===== config.mk =====
export PLATFORM = sky130hd
export DESIGN_NAME = hazard_scoreboard_flat
export DESIGN_NICKNAME = d
export VERILOG_FILES = /design/src/rtl/hazard_scoreboard_pkg.sv /design/src/rtl/hazard_scoreboard_if.sv /design/src/rtl/hazard_scoreboard_match.sv /design/src/rtl/hazard_scoreboard.sv /design/src/flat_wrapper.sv
export SDC_FILE = /design/constraint.sdc
export NUM_CORES = 1
export LEC_CHECK = 0
export CORE_ASPECT_RATIO = 1.2
export CORE_MARGIN = 2
export CORE_UTILIZATION = 45
export DETAILED_ROUTE_END_ITERATION = 6
export PLACE_DENSITY = 0.79
export REMOVE_ABC_BUFFERS = 1
export SLEW_MARGIN = 20
export SYNTH_ARGS = -nofsm -noshare
export SYNTH_HDL_FRONTEND = slang
export SYNTH_HIERARCHICAL = 1
export SYNTH_SLANG_ARGS = --single-unit

===== constraint.sdc =====
create_clock -name clk -period 4.95 [get_ports clk]
set_input_delay 0.99 -clock clk [delete_from_list [all_inputs] [get_ports clk]]
set_output_delay 0.99 -clock clk [all_outputs]
set_load 0.05 [all_outputs]

===== src/rtl/hazard_scoreboard_pkg.sv =====
// hazard_scoreboard_pkg
//   Shared constants for the hazard/forwarding scoreboard.
//   FWD_RF          : fwd_sel code meaning "read the register file"
//   LAT_ALU/LAT_LOAD: id_lat codes, i.e. the first slot whose result can be
//                     forwarded (ALU results in EX, load data in MEM)
//   sel_width()     : width of the fwd_sel code for a given slot count
package hazard_scoreboard_pkg;

    localparam int FWD_RF   = 0;
    localparam int LAT_ALU  = 0;
    localparam int LAT_LOAD = 1;

    // fwd_sel has to encode 0 (RF) plus 1..nstage (slot k -> k+1)
    function automatic int sel_width(input int nstage);
        return $clog2(nstage + 1);
    endfunction

endpackage


===== src/rtl/hazard_scoreboard_if.sv =====
// hazard_if
//   ID-stage request and hazard response bundle between the decode stage
//   (master) and the scoreboard (slave).
//   master -> slave : id_valid, id_rs1, id_rs1_use, id_rs2, id_rs2_use,
//                     id_rd, id_wen, id_lat, flush, perf_clr
//   slave -> master : stall, fwd_sel1, fwd_sel2, stall_cnt
interface hazard_if
    import hazard_scoreboard_pkg::*;
#(
    parameter int NSTAGE = 3,
    parameter int RW     = 5,
    parameter int CW     = 16
) ();

    localparam int SW = sel_width(NSTAGE);

    logic          id_valid;
    logic [RW-1:0] id_rs1;
    logic          id_rs1_use;
    logic [RW-1:0] id_rs2;
    logic          id_rs2_use;
    logic [RW-1:0] id_rd;
    logic          id_wen;
    logic [SW-1:0] id_lat;
    logic          flush;
    logic          perf_clr;
    logic          stall;
    logic [SW-1:0] fwd_sel1;
    logic [SW-1:0] fwd_sel2;
    logic [CW-1:0] stall_cnt;

    modport master (
        output id_valid, id_rs1, id_rs1_use, id_rs2, id_rs2_use,
               id_rd, id_wen, id_lat, flush, perf_clr,
        input  stall, fwd_sel1, fwd_sel2, stall_cnt
    );

    modport slave (
        input  id_valid, id_rs1, id_rs1_use, id_rs2, id_rs2_use,
               id_rd, id_wen, id_lat, flush, perf_clr,
        output stall, fwd_sel1, fwd_sel2, stall_cnt
    );

endinterface


===== src/rtl/hazard_scoreboard_match.sv =====
// hazard_match
//   Youngest-writer priority encoder for one source operand.
//   r, src_use        : source register index and "operand is read" flag
//   slot_v/wen/rd/lat : in-flight writer slots, slot 0 = EX (youngest)
//   hit               : some valid writer targets r (x0 never matches)
//   k                 : index of the youngest matching slot
//   hit_lat           : forwarding latency recorded for that writer
module hazard_match
    import hazard_scoreboard_pkg::*;
#(
    parameter int NSTAGE = 3,
    parameter int RW     = 5,
    parameter int SW     = sel_width(NSTAGE)
) (
    input  logic [RW-1:0]              r,
    input  logic                       src_use,
    input  logic [NSTAGE-1:0]          slot_v,
    input  logic [NSTAGE-1:0]          slot_wen,
    input  logic [NSTAGE-1:0][RW-1:0]  slot_rd,
    input  logic [NSTAGE-1:0][SW-1:0]  slot_lat,
    output logic                       hit,
    output logic [SW-1:0]              k,
    output logic [SW-1:0]              hit_lat
);

    // Walk from oldest to youngest so the lowest matching index is the last
    // one written and therefore wins.
    always_comb begin
        hit     = 1'b0;
        k       = '0;
        hit_lat = '0;
        for (int i = NSTAGE - 1; i >= 0; i--) begin
            if (src_use && (r != '0) && slot_v[i] && slot_wen[i] &&
                (slot_rd[i] == r)) begin
                hit     = 1'b1;
                k       = SW'(i);
                hit_lat = slot_lat[i];
            end
        end
    end

endmodule


===== src/rtl/hazard_scoreboard.sv =====
// hazard_scoreboard
//   Hazard and forwarding controller for the in-order pipeline. Tracks the
//   register writers in flight between EX and WB, decides whether the
//   instruction in ID has to stall and where each source operand comes from.
//   clk, rst : clock, synchronous active-high reset
//   bus      : hazard_if slave (ID request in, stall / fwd_sel / stall_cnt out)
//   FWD_EN=1 : forward from any slot once the writer's result exists
//   FWD_EN=0 : no bypass network; stall until the writer has left WB
module hazard_scoreboard
    import hazard_scoreboard_pkg::*;
#(
    parameter int NSTAGE = 3,
    parameter int RW     = 5,
    parameter int FWD_EN = 1,
    parameter int CW     = 16
) (
    input  logic     clk,
    input  logic     rst,
    hazard_if.slave  bus
);

    localparam int SW = sel_width(NSTAGE);

    // writer slots, index 0 = EX .. NSTAGE-1 = WB
    logic [NSTAGE-1:0]          vld_pipe;
    logic [NSTAGE-1:0]          slot_wen;
    logic [NSTAGE-1:0][RW-1:0]  slot_rd;
    logic [NSTAGE-1:0][SW-1:0]  slot_lat;

    logic [1:0][RW-1:0]         src_r;
    logic [1:0]                 src_use;
    logic [1:0]                 hit;
    logic [1:0][SW-1:0]         hit_k;
    logic [1:0][SW-1:0]         hit_lat;
    logic [1:0]                 hazard;
    logic [1:0][SW-1:0]         sel;

    logic                       stall;
    logic                       enter;
    logic [CW-1:0]              cnt;

    assign src_r[0]   = bus.id_rs1;
    assign src_r[1]   = bus.id_rs2;
    assign src_use[0] = bus.id_rs1_use;
    assign src_use[1] = bus.id_rs2_use;

    for (genvar g = 0; g < 2; g++) begin : g_src
        hazard_match #(
            .NSTAGE (NSTAGE),
            .RW     (RW),
            .SW     (SW)
        ) u_match (
            .r        (src_r[g]),
            .src_use  (src_use[g]),
            .slot_v   (vld_pipe),
            .slot_wen (slot_wen),
            .slot_rd  (slot_rd),
            .slot_lat (slot_lat),
            .hit      (hit[g]),
            .k        (hit_k[g]),
            .hit_lat  (hit_lat[g])
        );
    end

    // A writer still short of its result slot blocks; once there it is
    // bypassed as sel=k+1. Without forwarding every match blocks, including
    // the WB slot, because the RF is not written through.
    always_comb begin
        hazard = '0;
        sel    = '0;
        for (int g = 0; g < 2; g++) begin
            sel[g] = SW'(FWD_RF);
            if (hit[g]) begin
                if (FWD_EN != 0) begin
                    if (hit_k[g] < hit_lat[g]) hazard[g] = 1'b1;
                    else                       sel[g]    = hit_k[g] + SW'(1);
                end else begin
                    hazard[g] = 1'b1;
                end
            end
        end
    end

    assign stall = bus.id_valid & ~bus.flush & (|hazard);
    assign enter = bus.id_valid & ~stall & ~bus.flush;

    always_ff @(posedge clk) begin
        if (rst) begin
            vld_pipe <= '0;
            slot_wen <= '0;
            slot_rd  <= '0;
            slot_lat <= '0;
        end else begin
            for (int i = NSTAGE - 1; i > 0; i--) begin
                vld_pipe[i] <= vld_pipe[i-1];
                slot_wen[i] <= slot_wen[i-1];
                slot_rd[i]  <= slot_rd[i-1];
                slot_lat[i] <= slot_lat[i-1];
            end
            vld_pipe[0] <= enter;
            slot_wen[0] <= enter & bus.id_wen;
            slot_rd[0]  <= bus.id_rd;
            slot_lat[0] <= bus.id_lat;
        end
    end

    // clear wins over the increment issued in the same cycle
    always_ff @(posedge clk) begin
        if (rst || bus.perf_clr)           cnt <= '0;
        else if (stall && (cnt != '1))     cnt <= cnt + CW'(1);
    end

    assign bus.stall     = stall;
    assign bus.fwd_sel1  = sel[0];
    assign bus.fwd_sel2  = sel[1];
    assign bus.stall_cnt = cnt;

endmodule


===== src/flat_wrapper.sv =====
// flat-port wrapper written by rule: the top's interface ports become plain ports
module hazard_scoreboard_flat import hazard_scoreboard_pkg::*;
#(
    parameter int NSTAGE = 3,
    parameter int RW     = 5,
    parameter int FWD_EN = 1,
    parameter int CW     = 16
)
  (clk, rst, bus_id_valid, bus_id_rs1, bus_id_rs1_use, bus_id_rs2, bus_id_rs2_use, bus_id_rd, bus_id_wen, bus_id_lat, bus_flush, bus_perf_clr, bus_stall, bus_fwd_sel1, bus_fwd_sel2, bus_stall_cnt);
  hazard_if #(.NSTAGE(NSTAGE), .RW(RW), .CW(CW)) bus_i ();
  input  logic clk;
  input  logic rst;
  input wire logic [$bits(bus_i.id_valid)-1:0] bus_id_valid;
  input wire logic [$bits(bus_i.id_rs1)-1:0] bus_id_rs1;
  input wire logic [$bits(bus_i.id_rs1_use)-1:0] bus_id_rs1_use;
  input wire logic [$bits(bus_i.id_rs2)-1:0] bus_id_rs2;
  input wire logic [$bits(bus_i.id_rs2_use)-1:0] bus_id_rs2_use;
  input wire logic [$bits(bus_i.id_rd)-1:0] bus_id_rd;
  input wire logic [$bits(bus_i.id_wen)-1:0] bus_id_wen;
  input wire logic [$bits(bus_i.id_lat)-1:0] bus_id_lat;
  input wire logic [$bits(bus_i.flush)-1:0] bus_flush;
  input wire logic [$bits(bus_i.perf_clr)-1:0] bus_perf_clr;
  output wire logic [$bits(bus_i.stall)-1:0] bus_stall;
  output wire logic [$bits(bus_i.fwd_sel1)-1:0] bus_fwd_sel1;
  output wire logic [$bits(bus_i.fwd_sel2)-1:0] bus_fwd_sel2;
  output wire logic [$bits(bus_i.stall_cnt)-1:0] bus_stall_cnt;
  assign bus_i.id_valid = bus_id_valid;
  assign bus_i.id_rs1 = bus_id_rs1;
  assign bus_i.id_rs1_use = bus_id_rs1_use;
  assign bus_i.id_rs2 = bus_id_rs2;
  assign bus_i.id_rs2_use = bus_id_rs2_use;
  assign bus_i.id_rd = bus_id_rd;
  assign bus_i.id_wen = bus_id_wen;
  assign bus_i.id_lat = bus_id_lat;
  assign bus_i.flush = bus_flush;
  assign bus_i.perf_clr = bus_perf_clr;
  assign bus_stall = bus_i.stall;
  assign bus_fwd_sel1 = bus_i.fwd_sel1;
  assign bus_fwd_sel2 = bus_i.fwd_sel2;
  assign bus_stall_cnt = bus_i.stall_cnt;
  hazard_scoreboard #(.NSTAGE(NSTAGE), .RW(RW), .FWD_EN(FWD_EN), .CW(CW)) u_core (.clk(clk), .rst(rst), .bus(bus_i));
endmodule

==> images/final_congestion.png <==
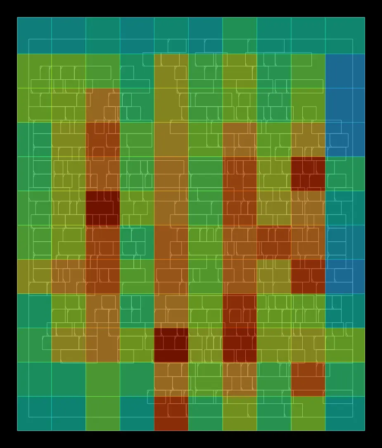
WL per Instance: 14.0 um
met3 Use GR: 0.0364
met2 track demand over resource: 0.325
GR peak layer: met2
final core occ: 0.632

==> images/port_nets.png <==
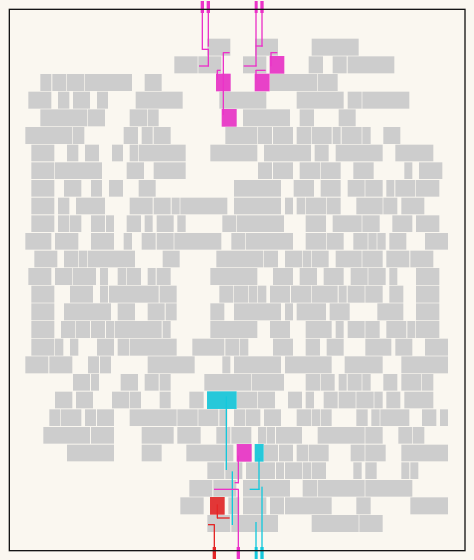
| color | port | direction | edge | end cells | wire |
|---|---|---|---|---|---|
| cyan | bus_fwd_sel1 | output | south | 2 | 38.8 um |
| red | bus_flush | input | south | 1 | 8.40 um |
| magenta | bus_id_rd | input | 4 north, 1 south | 5 | 67.7 um |
IO Port Bufs: 45
I/O Pins: 46

==> reports/results.ini <==
[status]
status = finished, final reports clean

[final_timing]
slew_headroom = 0.544
period_needed_ns = 4.84
fin_crit_sh = 0.978
finalHoldViolCount = 0
setup_viol = 0

[worst_hold_path]
holdCritStartpoint = u_core/slot_wen[1]$_SDFF_PP0_
hold_path.class = reg -> reg
hold_depth = 1

[clock_network]
cts_resized = 1
clk_pin_slew_ns = 0.08
clock_path_buffers = 2
clockRootBuffer = clkbuf_8
holdBufCountCts = 0
clock-sinks = 43

[synthesis]
ys_sh_simple = 0.339
ys_seq_share = 0.365
mux_share = 0
ff_type = dfxtp_1
synth_cell_types = 42
ys_area_um2 = 2360

[power_and_ir_drop]
p_clk_mw = 0.228
power_leader = sequential cells
powerDensity_nw_per_um2 = 210

[critical_path]
cp_slowest_cell = or4_2
rr_worst_depth = 13
crit_path_end_kind = output pin
path_delay_family = simple AND/OR/NAND/NOR gates
path_buffers = 5

[routing]
wl_met2_mm = 2.74
routed-via-count = 2190

[placed_design]
dp_hpwl_mm = 4.05
gp_congestion = 0.864

[layout]
antennaDiodeCount = 0
layout_top_cells = dfxtp_1, clkdlybuf4s50_1, nor2b_1
final_area_um2 = 3140

[global_route]
grt.total_usage = 0.189
groute.layer.met1.usage = 0.223
grt_antenna_before_repair = 0
overflow = 0

[job]
tool_warnings = 26

==> sequential cells by signal (all words and copies together) (netlist names) <==
signal and flops:
u_core/slot_wen 3, u_core/bus.stall_cnt 16, u_core/slot_rd 15, u_core/vld_pipe 3, u_core/slot_lat 6
==> cells by family (layout without fill, tap and decap cells) <==
family                     after synthesis  after routing
xor gates and xnor gates                20             20
AOI/OAI and AO/OA                       53             53
adders and majority gates                3              3
DFF                                     43             43
buffers and inverters                   28             85
and+or+nand+nor                        133            133
==> area by class of cell <==
class | count | area (um^2)
clock buffer | 5 | 68.8
clock inverter | 3 | 23.8
fill | 428 | 1830
inverter | 17 | 63.8
multi-input combinational | 209 | 1450
sequential | 43 | 861
tap | 60 | 75.1
timing repair buffer | 60 | 604
